Figure 1. Register map, names as in the netlist (run 1).
Scale: 4 px per um. Other sequential cells in the stronger gray, the rest of the logic in the fainter gray.
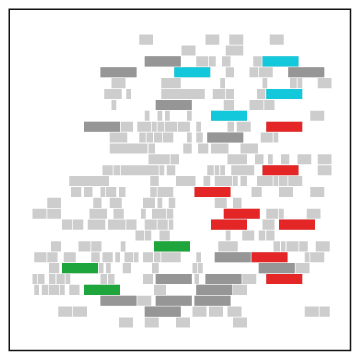
Figure 2. Close-up of the layout (run 1).
Window x 30 to 55, y 30 to 55 um. Cells in gray, sequential cells in the stronger gray; small squares are vias.
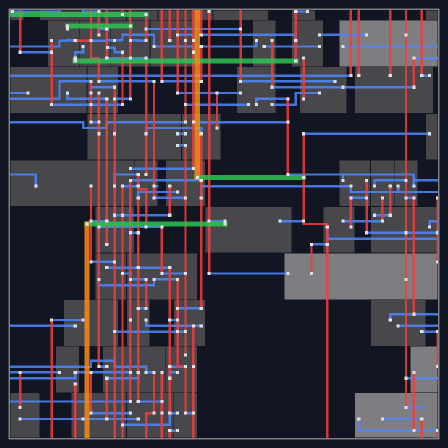
Figure 3. Signal wires on met2 (run 1).
Scale: 4 px per um.
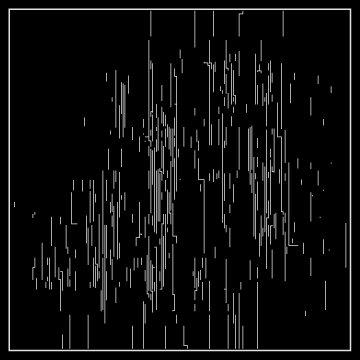
### src/rtl/jcnt_monitor.sv
// jcnt_monitor: samples a Johnson code every cycle, decodes it to a phase index
// and one-hot vector, checks each step, tracks lock, and counts revolutions and faults.
module jcnt_monitor #(
    parameter int WIDTH    = 4,
    parameter int LOCK_CNT = 2,
    parameter int REV_W    = 8,
    parameter int ERR_W    = 4,
    localparam int PW      = $clog2(2*WIDTH)
) (
    input  logic                 clk,
    input  logic                 rst,
    input  logic [WIDTH-1:0]     q,
    input  logic                 clr,
    output logic [PW-1:0]        phase,
    output logic [2*WIDTH-1:0]   onehot,
    output logic                 code_ok,
    output logic                 locked,
    output logic                 err,
    output logic [ERR_W-1:0]     err_cnt,
    output logic [REV_W-1:0]     rev_cnt,
    output logic                 rev_pulse
);

    localparam int              CW       = $clog2(LOCK_CNT + 1);
    localparam logic [PW-1:0]   LAST_PH  = PW'(2*WIDTH - 1);
    localparam logic [ERR_W-1:0] ERR_MAX = '1;

    typedef enum logic [1:0] {IDLE, ACQ, LOCK, FAULT} state_t;

    state_t              state;
    logic [CW-1:0]       good_cnt;

    logic                dec_ok_p0;
    logic [PW-1:0]       dec_idx_p0;
    logic [2*WIDTH-1:0]  oh_p0;
    logic [PW-1:0]       next_ph;
    logic                step_good;
    logic                step_hold;
    logic                step_bad;
    logic                fault_ev;
    logic                rev_ev;

    // Legal code for phase k: k low ones for k<=WIDTH, then ones shifted left.
    function automatic logic [WIDTH-1:0] jcode(input int k);
        if (k <= WIDTH)
            jcode = ~({WIDTH{1'b1}} << k);
        else
            jcode = {WIDTH{1'b1}} << (k - WIDTH);
    endfunction

    // Decode the sampled code against every legal Johnson state.
    always_comb begin
        dec_ok_p0  = 1'b0;
        dec_idx_p0 = '0;
        oh_p0      = '0;
        for (int k = 0; k < 2*WIDTH; k++) begin
            if (q == jcode(k)) begin
                dec_ok_p0  = 1'b1;
                dec_idx_p0 = PW'(k);
            end
        end
        if (dec_ok_p0)
            oh_p0[dec_idx_p0] = 1'b1;
    end

    // Classify the step relative to the last registered phase.
    always_comb begin
        next_ph   = (phase == LAST_PH) ? '0 : phase + 1'b1;
        step_good = dec_ok_p0 && (dec_idx_p0 == next_ph);
        step_hold = dec_ok_p0 && (dec_idx_p0 == phase);
        step_bad  = dec_ok_p0 && !step_good && !step_hold;
        fault_ev  = (state == LOCK) && (step_bad || !dec_ok_p0);
        rev_ev    = (state == LOCK) && step_good && (phase == LAST_PH);
    end

    assign locked = (state == LOCK);

    // Register decoded outputs, status counters and the lock FSM.
    always_ff @(posedge clk or negedge rst) begin
        if (!rst) begin
            phase     <= '0;
            onehot    <= '0;
            code_ok   <= 1'b0;
            err       <= 1'b0;
            err_cnt   <= '0;
            rev_cnt   <= '0;
            rev_pulse <= 1'b0;
            state     <= IDLE;
            good_cnt  <= '0;
        end else begin
            code_ok   <= dec_ok_p0;
            onehot    <= oh_p0;
            if (dec_ok_p0)
                phase <= dec_idx_p0;

            // A fault or revolution in a clear cycle restarts its count at one.
            if (fault_ev) begin
                err     <= 1'b1;
                err_cnt <= clr ? ERR_W'(1) :
                           (err_cnt == ERR_MAX) ? ERR_MAX : err_cnt + 1'b1;
            end else if (clr) begin
                err     <= 1'b0;
                err_cnt <= '0;
            end

            if (rev_ev)
                rev_cnt <= clr ? REV_W'(1) : rev_cnt + 1'b1;
            else if (clr)
                rev_cnt <= '0;
            rev_pulse <= rev_ev;

            case (state)
                IDLE: begin
                    if (dec_ok_p0) begin
                        state    <= ACQ;
                        good_cnt <= '0;
                    end
                end
                ACQ: begin
                    if (!dec_ok_p0) begin
                        state <= IDLE;
                    end else if (step_good) begin
                        good_cnt <= good_cnt + 1'b1;
                        if (good_cnt == CW'(LOCK_CNT - 1))
                            state <= LOCK;
                    end else if (step_bad) begin
                        good_cnt <= '0;
                    end
                end
                LOCK: begin
                    if (fault_ev)
                        state <= FAULT;
                end
                FAULT: begin
                    if (dec_ok_p0) begin
                        state    <= ACQ;
                        good_cnt <= '0;
                    end
                end
                default: state <= IDLE;
            endcase
        end
    end

endmodule
### config.mk
export PLATFORM = sky130hd
export DESIGN_NAME = jcnt_monitor
export DESIGN_NICKNAME = d
export VERILOG_FILES = /design/src/rtl/jcnt_monitor.sv
export SDC_FILE = /design/constraint.sdc
export NUM_CORES = 1
export LEC_CHECK = 0
export CAP_MARGIN = 20
export CORE_MARGIN = 4
export CORE_UTILIZATION = 30
export DETAILED_ROUTE_END_ITERATION = 12
export PLACE_DENSITY = 0.52
export SETUP_SLACK_MARGIN = 0.05
export SLEW_MARGIN = 10
export SYNTH_ARGS = -nofsm -noshare
export SYNTH_HDL_FRONTEND = slang
export SYNTH_SLANG_ARGS = --single-unit
### constraint.sdc
create_clock -name clk -period 3.3 [get_ports clk]
set_input_delay 0.825 -clock clk [delete_from_list [all_inputs] [get_ports clk]]
set_output_delay 0.825 -clock clk [all_outputs]
set_load 0.005 [all_outputs]
==> run notes, run 1 <==
Physical implementation.

- The worst clock skew is 0.00701 ns.
- The net count entering floorplan is 194.
- Power spread over the standard cell area amounts to 512 mW/mm2.
- The stat command in Yosys gives a chip area of 0.00178 mm2.
- For this design the top-level I/O count stands at 34.
- The final critical-path setup slack is 0.379 ns.
- The internal power consumption is 823 uW.
- According to the timing report, the arrival time at the worst endpoint equals 3.08 ns.
- The detailed-router iteration count before antenna repair is 4.
- The synthesis report names the predominant flop master as dfrtp_1.
- The master of the slowest instance on the critical path is clkdlybuf4s50_1.
- The worst pin sits at a relative slew slack of 64.8%.
- For the worst-skew pair, the clock arrives at the later sink with an insertion delay of 0.28 ns.
- Per the hold report, the tightest min-delay path originates at err.
- The total number of vias is 1479.
- The top cell class by occupied area is multi-input combinational cells.
- In the final layout, excluding clock buffers the buffer count is 43.
- In the final layout, the share of cells above drive strength 1 is 13.0%.
- The mean number of vias per cell is 5.01.
- The count of flip-flops and latches is 30.
- Per the layout area report, the combinational fraction of cell area is 40.3%.
- The setup path with the least slack is of type input port to flop.
- The critical path's top delay family is buffers and inverters.
- The total met3 wirelength after detailed routing is 171 um.
- In this run the full chip footprint comes out at 0.00721 mm2.
- Entering global routing, the biggest net connects 31 pins.
- The sum of net half-perimeters after detailed placement is 2960 um.
- The synthesized design contains 0 enable-type register cells.
- The core box area is 0.00561 mm2.
- The starting density of the core is 31.7%.
- Yosys stat counts 180 cells in the synthesized netlist.
- The proportion of final cell area spent on non-clock buffers is 17.3%.
- The number of instances in the synthesized netlist is 180.
- The fraction of area in clock buffers and inverters is 4.64%.
- STA shows the worst reg2reg path with a cell count of 7.
- Once the clock tree was built, the resizer swapped 0 gates to a different size.
- The H-tree was split into 2 levels.
- Across the VDD grid, the largest voltage drop is 211 uV.
- The number of cells on the worst hold path is 2.
- The flow ran to the end, and the final reports show no timing, DRC or antenna violations.
- The minimum period implied by the final worst setup slack is 2.92 ns.
- The remaining global-route overflow is 0.
- The worst hold endpoint is err.
- The first-pass GRT wire length is 6860 um.
- Routing resource usage on met2 recorded by global route was 18.6%.
- Across all register-to-register paths, the minimum setup slack is 0.75 ns.
- The initial antenna violation count is 0.
- The number of buffers on the longest clock path is 2.
- The synthesized netlist occupies a cell area of 0.00178 mm2.
- The hold violation total from the final report is 0.
- The count of placed standard cells in the final layout, fillers left out is 295.
- The part of the power in the clock network is 30.1%.
- The initialized floorplan defines 27 standard-cell rows.
- The routed wire length is 3870 um.
- The worst min-delay path category is flop to flop.
- The die is 84.9 um tall.
- The final estimated routing congestion in global placement is 0.760.
- Clock tree synthesis selected as its root buffer the cell clkbuf_8.
- The largest incremental delay on the critical path is 0.66 ns.
- The startpoint of the worst register-to-register path is phase[1].
- The met3 track demand over resource is 3.01%.
- From the final report, the count of setup violators was given as 0.
- The post-route met1 wirelength is 1790 um.
- The antenna cell count is 0.
- Among all cell types in the netlist, the one instantiated most often is dfrtp_1.
- Ranked by total cell area, the synthesized netlist is headed by dfrtp_1 (42%), ha_1 (4.9%), nor2_1 (3.4%), inv_1 (2.5%), nand2_1 (2.5%).
- The design received a total of 72 well taps at floorplan.
- The register share after synthesis is 42.3%.
- Fill cells in the final layout number 579.
- The layout net count is 236.
- The slew at the pin closest to its max-slew limit is 0.527 ns.
- The die outline width is 84.9 um.
- The number of warning messages in the yosys log is 0.
- Once synthesis finished, the tally of register bits stood at 30.
- The sequential cell fraction of total power is 36.9%.
- For this block, the initial DRC count from the detailed router was 29.
- The instance area at placement is 0.00224 mm2.
- The count of final max-slew check failures is 0.
- Dividing the detail-routed wire length by the instance count gives 13.1 um.
- Summing all flip-flop and latch instances after layout gives 751 um2.
- The fraction of post-synthesis cell area in the top cell type by area is 42.3%.
- For the final routed database, the setup TNS stands at 0 ns.
- The layout has 5 clock buffers.
- The endpoint kind of the worst setup timing path is a flop.
- The worst setup path is launched from an input port.
- The switching component of the power was reported as 377 uW.
- The library cell used most frequently in the layout, excluding fill and tap cells, is clkdlybuf4s50_1.
- The count of antenna-violating nets left after detailed routing is 0.
- In this run the layout overhead on the synthesized area is reported as 32.1%.
- The global-route met1 utilization is 15.1%.
-- Figure 1 (at the start) --
signal	color	flops
phase	green	3
rev_cnt	red	8
err_cnt	cyan	4
not colored	15
sequential portion of the cell area: 32.0%
sequential group power: 443 uW
final core utilization: 41.8%

-- Figure 2 (at the start) --
layer	color
metal 4	orange
metal 3	green
metal 2	red
metal 1	blue
sequential cells in the window	3
most frequent	nand2_1 (4)
netlist names of flops here include	rev_cnt (2), good_cnt (1)
cells with their middle in the window	38

-- Figure 3 (at the start) --
wire length on this layer	1850 um
nets with wire on the layer	200
longest straight run	28.7 um

run 1: metrics by stage:
| stage | hold WS [ns] | power, mW |
|---|---|---|
| 2_1_floorplan | 0.475 | 0.712 |
| 3_3_place_gp | 0.500 | 0.851 |
| 3_5_place_dp | 0.502 | 0.850 |
| 4_1_cts | 0.512 | 1.22 |
| 5_1_grt | 0.536 | 1.29 |
| 6_report | 0.505 | 1.20 |
run 1: power groups by stage:
stage               sequential, mW  clock [mW]  combinational (mW)
detailed placement           0.451           0               0.399
floorplan                    0.446           0               0.266
global route                 0.451       0.390               0.451
CTS                          0.444       0.372               0.401
finish                       0.443       0.361               0.396
global placement             0.451           0               0.400
run 1: flip-flops by register name (all words and copies together) (netlist names):
| register | flops |
|---|---|
| rev_pulse | 1 |
| err_cnt | 4 |
| state | 2 |
| rev_cnt | 8 |
| err | 1 |
| phase | 3 |
| good_cnt | 2 |
| onehot | 8 |
| code_ok | 1 |
run 1: cell families (layout without fill, tap and decap cells):
logic type | count (synthesis) | in the layout | share of synthesized area [%]
simple gates | 70 | 70 | 23.0
compound gates | 44 | 44 | 20.5
flops | 30 | 30 | 42.3
buf+inv | 20 | 63 | 4.51
fa+ha+maj | 7 | 7 | 4.93
xor+xnor | 6 | 6 | 2.96
mux | 3 | 3 | 1.76
run 1: worst max-delay path by stage:
stage | startpoint | to | slack, ns | cells past startpoint
final | q[1] | rev_cnt[4] | 0.38 | 8
after global routing | q[1] | rev_cnt[4] | 0.25 | 8
after CTS | q[1] | rev_cnt[4] | 0.38 | 8
after detailed placement | q[1] | rev_cnt[4] | 0.08 | 8
after global placement | q[1] | rev_cnt[4] | 0.12 | 8
after floorplan | q[1] | rev_cnt[4] | 0.69 | 7
Figure 4. Track usage over the die (run 1).
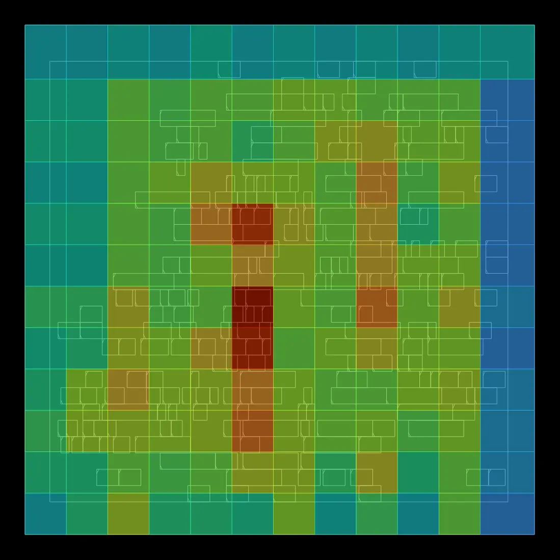

==> run 1 -> run 2 <==
--- a/config.mk
+++ b/config.mk
@@ -8,7 +8,9 @@
 export CAP_MARGIN = 20
 export CORE_MARGIN = 4
 export CORE_UTILIZATION = 30
+export CTS_CLUSTER_SIZE = 40
 export DETAILED_ROUTE_END_ITERATION = 12
+export MAX_ROUTING_LAYER = met4
 export PLACE_DENSITY = 0.52
 export SETUP_SLACK_MARGIN = 0.05
 export SLEW_MARGIN = 10
Figure 5. Track usage over the die (run 2).
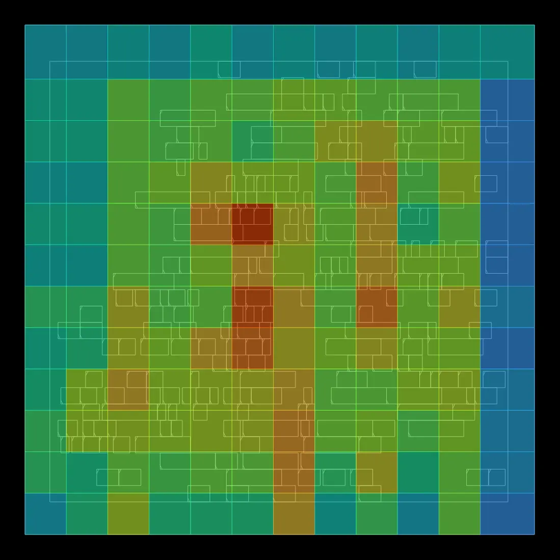
average routed wire per standard cell: 13.2 um
met1 capacity usage during global routing: 15.2%

Figure 6. Close-up of the layout (run 2).
Window x 30 to 55, y 30 to 55 um. Cells in gray, sequential cells in the stronger gray; small squares are vias.
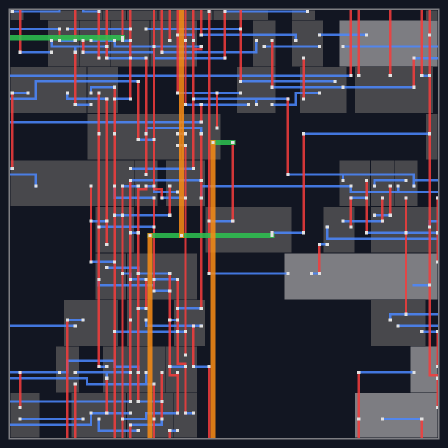
layer	color
metal 1	blue
metal 4	orange
metal 2	red
metal 3	green
netlist names of flops here include	rev_cnt (2), good_cnt (1)
cells with their middle in the window	38
most frequent	nand2_1 (4)
sequential cells in the window	3

==> run 2 against run 1 <==
  * Power hardly changed
  * Critical path type unchanged
  * Non-clock buffer count unchanged
  * Count of clock-buffer cells in the layout is the same
  * Largest power group unchanged
==> run notes, run 2 <==
Physical implementation.

- The cell at the root of the clock tree is clkbuf_8 (unchanged).
- The most frequently used flop master after synthesis is dfrtp_1 (unchanged).
- The worst min-delay path category is flop to flop (unchanged).
- The fraction of post-synthesis cell area in the top cell type by area is 42.3% (unchanged).
- The register-to-register setup slack came to 0.74 ns (was 0.75 ns).
- The insertion delay to the later sink of the worst-skew pair is 0.28 ns (about the same).
- The relative area change from synthesis to final layout was 32.1% (unchanged).
- The setup-violating endpoint count in the final report is 0 (unchanged).
- The fmax is 342 MHz (about the same).
- The number of buffers on the longest clock path came to 2 (unchanged).
- The die outline width came to 84.9 um (unchanged).
- Top post-synthesis cells by area: dfrtp_1 (42%), ha_1 (4.9%), nor2_1 (3.4%), inv_1 (2.5%), nand2_1 (2.5%) (unchanged).
- The most common cell in the netlist is dfrtp_1 (unchanged).
- The remaining global-route overflow is 0 (unchanged).
- The utilization after layout came to 41.8% (unchanged).
- The relative slew slack was 64.7% (was 64.8%).
- The instance count after placement with tap cells included is 287 (unchanged).
- The area enclosed by the die boundary is 0.00721 mm2 (unchanged).
- The final estimated routing congestion in global placement came to 0.770 (was 0.760).
- The core box area is 0.00561 mm2 (unchanged).
- The final setup TNS is 0 ns (unchanged).
- The post-cts repair resize count was 0 (unchanged).
- The total power of the final layout is 1.20 mW (about the same).
- The arrival time of the worst setup path is 3.09 ns (was 3.08 ns).
- The slew at the pin closest to its max-slew limit came to 0.528 ns (was 0.527 ns).
- The area of the mapped netlist is 0.00178 mm2 (unchanged).
- The first-pass GRT wire length is 6860 um (unchanged).
- The number of primary I/O pins came to 34 (unchanged).
- The starting density of the core was 31.7% (unchanged).
- The detailed-router iteration count before antenna repair is 4 (unchanged).
- The pin count of the biggest net entering global routing is 31 (unchanged).
- The layout net count is 236 (unchanged).
- The total leakage power was 0.993 nW (unchanged).
- The post-synthesis chip area from yosys was 0.00178 mm2 (unchanged).
- The commonest non-fill, non-tap cell in the layout is clkdlybuf4s50_1 (unchanged).
- Leading registers by flop count: onehot (8), rev_cnt (8), err_cnt (4) (unchanged).
- The number of remaining DRC errors is 0 (unchanged).
- The number of instances in the synthesized netlist is 180 (unchanged).
- The routed wire length was 3900 um (was 3870 um).
- The sum of net half-perimeters after detailed placement is 2960 um (unchanged).
- The number of warning messages in the yosys log is 0 (unchanged).
- The layout cell share with drive strength beyond 1 was 13.0% (unchanged).
- The endpoint kind of the worst setup timing path is a flop (unchanged).
- The die height came to 84.9 um (unchanged).
- The count of final max-slew check failures is 0 (unchanged).
- The minimum period implied by the final worst setup slack is 2.92 ns (about the same).
- The sort of element at the start of the critical path is an input port (unchanged).
- The total power divided by cell area came to 512 mW/mm2 (about the same).
- The antenna cell count is 0 (unchanged).
- The layout filler cell count was 579 (unchanged).
- The net count entering floorplan is 194 (unchanged).
- The startpoint of the worst register-to-register path is phase[1] (unchanged).
- The count of placed standard cells in the final layout, fillers left out is 295 (unchanged).
- The mean number of vias per cell was 5.00 (was 5.01).
- The row count is 27 (unchanged).
- Run status: complete, no violations (unchanged).
- The launch point of the worst path is q[1] (unchanged).
- The register share after synthesis is 42.3% (unchanged).
- The path type of the worst setup path is input port to flop (unchanged).
- The number of synthesized flops with an enable pin is 0 (unchanged).
- The initial antenna violation count is 0 (unchanged).
- The instance area at placement is 0.00224 mm2 (unchanged).
- The startpoint of the worst hold path was err (unchanged).
- The worst reg-to-reg path cell count is 7 (unchanged).
- The hold violation total from the final report is 0 (unchanged).
- The register bit total from synthesis is 30 (unchanged).
- The worst hold slack came to 0.505 ns (about the same).
- The maximum resistive drop on vdd is 211 uV (about the same).
- The worst clock skew came to 0.00710 ns (was 0.00701 ns).
- The final critical-path setup slack was 0.376 ns (was 0.379 ns).
run 2: cell counts after synthesis:
Identical to the previous run, type by type.
run 2: layout make-up:
class / instances / area, um2 / area share [%]
multi-input combinational: 130 / 945 / 40.3
timing repair buffer: 43 / 405 / 17.3
clock buffer: 5 / 68.8 / 2.93
clock inverter: 3 / 40.0 / 1.71
tap: 72 / 90.1 / 3.84
inverter: 12 / 45.0 / 1.92
sequential: 30 / 751 / 32.0
run 2: metal layers:
layer / GRT usage, % / vias up / wire length (um)
met5: - / - / 0
met4: 5.18 / 0 / 82
met3: 3.01 / 6 / 159
met2: 18.6 / 24 / 1850
li1: - / 739 / -
met1: 15.2 / 707 / 1800
run 2: how the worst min path moves through the flow:
| stage | endpoint | slack (ns) | cells past startpoint |
|---|---|---|---|
| after CTS | err | 0.51 | 2 |
| after floorplan | good_cnt[1] | 0.48 | 2 |
| final | err | 0.51 | 2 |
| after global routing | err | 0.54 | 2 |
| after detailed placement | err | 0.50 | 2 |
| after global placement | err | 0.50 | 2 |
run 2: kinds of logic after synthesis:
| kind of cell | Yosys count | synth area share (%) |
|---|---|---|
| xor+xnor | 6 | 2.96 |
| simple gates | 70 | 23.0 |
| compound gates | 44 | 20.5 |
| fa+ha+maj | 7 | 4.93 |
| flops | 30 | 42.3 |
| buf+inv | 20 | 4.51 |
| mux | 3 | 1.76 |
run 2: power by group:
group          switching [mW]  total [mW]  internal (mW)
sequential             0.0347       0.443          0.408
clock                   0.139       0.361          0.222
combinational           0.204       0.396          0.193
total                   0.377        1.20          0.823
run 2: critical path, stage by stage:
cell and delay (ns):
clkdlybuf4s50_1 0.67, buf_4 0.20, xor2_1 0.30, or3_4 0.21, o311ai_4 0.17, nor3_4 0.21, and3_1 0.18, mux2_1 0.31
Figure 7. Signal wires on met2 (run 2).
Scale: 4 px per um.
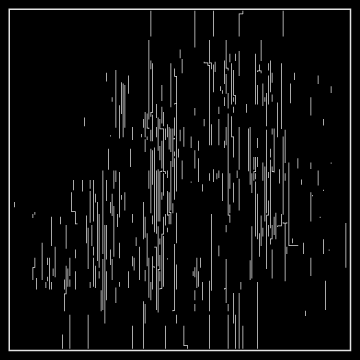

==> run 2 -> run 3 <==
--- a/config.mk
+++ b/config.mk
@@ -7,11 +7,13 @@
 export LEC_CHECK = 0
 export CAP_MARGIN = 20
 export CORE_MARGIN = 4
-export CORE_UTILIZATION = 30
+export CORE_UTILIZATION = 25
 export CTS_CLUSTER_SIZE = 40
 export DETAILED_ROUTE_END_ITERATION = 12
+export HOLD_SLACK_MARGIN = 0.03
 export MAX_ROUTING_LAYER = met4
-export PLACE_DENSITY = 0.52
+export PLACE_DENSITY = 0.45
+export REMOVE_ABC_BUFFERS = 1
 export SETUP_SLACK_MARGIN = 0.05
 export SLEW_MARGIN = 10
 export SYNTH_ARGS = -nofsm -noshare
Figure 8. Signal wires on met2 (run 3).
Scale: 4 px per um.
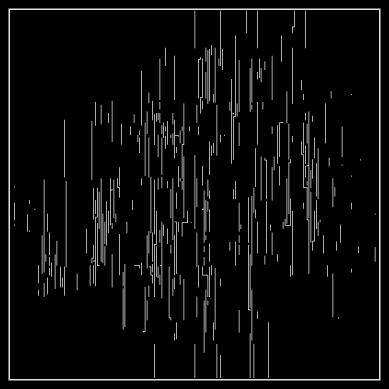
share of all routed wire	45%
wire length on this layer	1920 um
nets with wire on the layer	203

Figure 9. Register map, names as in the netlist (run 3).
Scale: 4 px per um. Other sequential cells in the stronger gray, the rest of the logic in the fainter gray.
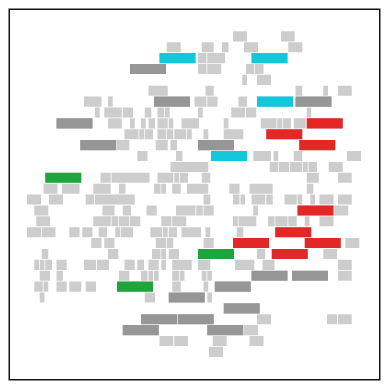
signal	color	flops
phase	green	3
err_cnt	cyan	4
rev_cnt	red	8
not colored	15

==> run 3 against run 2 <==
  * Via count up 0.61%
  * Setup slack better by 0.072 ns
  * Clock power down 16%
  * Worst hold slack better by 0.0024 ns
  * Synthesized cell count unchanged
  * Sequential share of layout area down 0.77 points
  * Utilization down 6.6 points
  * First-iteration DRC count rose to 2.7 times the previous value
  * Combinational power up 4%
  * Largest cell class unchanged
  * Highest routed layer unchanged
==> run notes, run 3 <==
Physical implementation.

- The minimum period implied by the final worst setup slack was 2.85 ns (was 2.92 ns).
- The fraction of power consumed by combinational cells is 35.5% (was 33.0%).
- The switching part of the total is 32.7% (was 31.4%).
- The largest incremental delay on the critical path was 0.55 ns (was 0.67 ns).
- The total number of vias came to 1485 (was 1476).
- The die height is 92.3 um (was 84.9 um).
- The worst min-delay path category is flop to flop (unchanged).
- The arrival time of the worst setup path was 3.02 ns (was 3.09 ns).
- The detailed-router iteration count before antenna repair is 4 (unchanged).
- The number of cells on the worst hold path came to 2 (unchanged).
- The reported sequential group power came to 444 uW (was 443 uW).
- The count of final max-slew check failures came to 0 (unchanged).
- The number of buffers and inverters on the critical path is 3 (was 2).
- The count of antenna-violating nets left after detailed routing is 0 (unchanged).
- The global-route met1 utilization is 14.5% (was 15.2%).
- The power dissipated in the clock network is 302 uW (was 361 uW).
- The register-to-register setup slack is 0.71 ns (was 0.74 ns).
- The worst clock skew came to 0.00260 ns (was 0.00710 ns).
- The layout cell share with drive strength beyond 1 is 14.8% (was 13.0%).
- CP Cell Sequence: clkdlybuf4s50_1, buf_4, or2_1, buf_4, and3_1, nor4b_2, a2bb2oi_4, a311oi_1 (was clkdlybuf4s50_1, buf_4, xor2_1, or3_4, o311ai_4, nor3_4, and3_1, mux2_1).
- The mean number of vias per cell is 4.57 (was 5.00).
- The most frequently used flop master after synthesis is dfrtp_1 (unchanged).
- The critical path's top delay family is buffers and inverters (unchanged).
- Run status: complete, no violations (unchanged).
- The maximum resistive drop on vdd is 135 uV (was 211 uV).
- The part of the power in the clock network is 26.1% (was 30.1%).
- The number of DRC violations after detailed-routing iteration 0 came to 67 (was 25).
- The sum of net half-perimeters after detailed placement is 3180 um (was 2960 um).
- The startpoint of the worst hold path was err (unchanged).
- The total leakage power is 1.01 nW (was 0.993 nW).
- The power drawn by the combinational cells is 410 uW (was 396 uW).
- The path type of the worst setup path is input port to flop (unchanged).
- The internal power consumption is 778 uW (was 823 uW).
- The startpoint of the worst register-to-register path is phase[1] (unchanged).
- The slew at the pin closest to its max-slew limit is 0.497 ns (was 0.528 ns).
- The initial antenna violation count came to 0 (unchanged).
- The die outline width is 92.3 um (was 84.9 um).
- The first-pass GRT wire length was 7430 um (was 6860 um).
- The number of buffers on the longest clock path came to 2 (unchanged).
- The layout net count is 242 (was 236).
- The sequential cell fraction of total power came to 38.4% (was 36.9%).
- The endpoint kind of the worst setup timing path was a flop (unchanged).
- The peak-usage layer in the global routing report is met2 (unchanged).
- The largest power group is registers (unchanged).
- The total met3 wirelength after detailed routing was 189 um (was 159 um).
- The remaining global-route overflow is 0 (unchanged).
- The final estimated routing congestion in global placement is 0.798 (was 0.770).
- The top routing layer in use is met4 (unchanged).
- The starting density of the core is 26.0% (was 31.7%).
- The number of primary I/O pins came to 34 (unchanged).
- The insertion delay to the later sink of the worst-skew pair is 0.28 ns (about the same).
- The number of warning messages in the yosys log is 0 (unchanged).
- The total met2 wirelength after detailed routing was 1920 um (was 1850 um).
- The post-route met1 wirelength is 2090 um (was 1800 um).
- The pin count of the biggest net entering global routing is 31 (unchanged).
- The count of placed standard cells in the final layout, fillers left out is 325 (was 295).
- The worst hold endpoint was err (unchanged).
- The core box area is 0.00683 mm2 (was 0.00561 mm2).
- The net load switching power came to 378 uW (was 377 uW).
- The row count is 30 (was 27).
- The most common cell in the netlist is dfrtp_1 (unchanged).
## run 3: cell counts after synthesis
No cell type changed its count.
## run 3: worst min-delay path: stages (launching register included)
cell and delay (ns):
dfrtp_1 0.37, inv_1 0.05, o21ai_1 0.05
## run 3: worst max-delay path by stage
stage          cells past startpoint  from    endpoint  slack (ns)
4_1_cts                            7  q[0]  rev_cnt[4]        0.45
2_1_floorplan                      6  q[1]  rev_cnt[4]        0.84
3_3_place_gp                       8  q[1]  rev_cnt[4]        0.20
5_1_grt                            8  q[0]  rev_cnt[7]        0.28
3_5_place_dp                       8  q[0]  rev_cnt[7]        0.16
6_report                           8  q[1]  err_cnt[1]        0.45
## run 3: kinds of logic (layout without fill, tap and decap cells)
kind of cell / count (synthesis) / after routing / share of synthesized area [%]
compound gates: 44 / 44 / 20.5
xor+xnor: 6 / 6 / 2.96
fa+ha+maj: 7 / 7 / 4.93
buf+inv: 20 / 69 / 4.51
flops: 30 / 30 / 42.3
mux: 3 / 3 / 1.76
simple gates: 70 / 70 / 23.0
## run 3: final cells by class
cell class / count / area [um2]
Clock buffer: 7 / 86.3
Sequential cell: 30 / 751
Fill cell: 739 / 4430
Timing Repair Buffer: 49 / 450
Clock inverter: 1 / 5.00
Multi-Input combinational cell: 130 / 945
Inverter: 12 / 45.0
Tap cell: 96 / 120
## run 3: per-stage QoR
stage / hold WS, ns / setup slack, ns / utilization [%] / instance area, um2
2_1_floorplan: 0.475 / 0.836 / - / 1740
3_3_place_gp: 0.504 / 0.195 / 33.8 / 2310
3_5_place_dp: 0.506 / 0.162 / 33.8 / 2310
4_1_cts: 0.516 / 0.454 / 35.2 / 2400
5_1_grt: 0.534 / 0.285 / 35.2 / 2400
6_report: 0.507 / 0.448 / 35.2 / 2400
Power figures rest on the tool's default switching activity, not on a simulated workload.
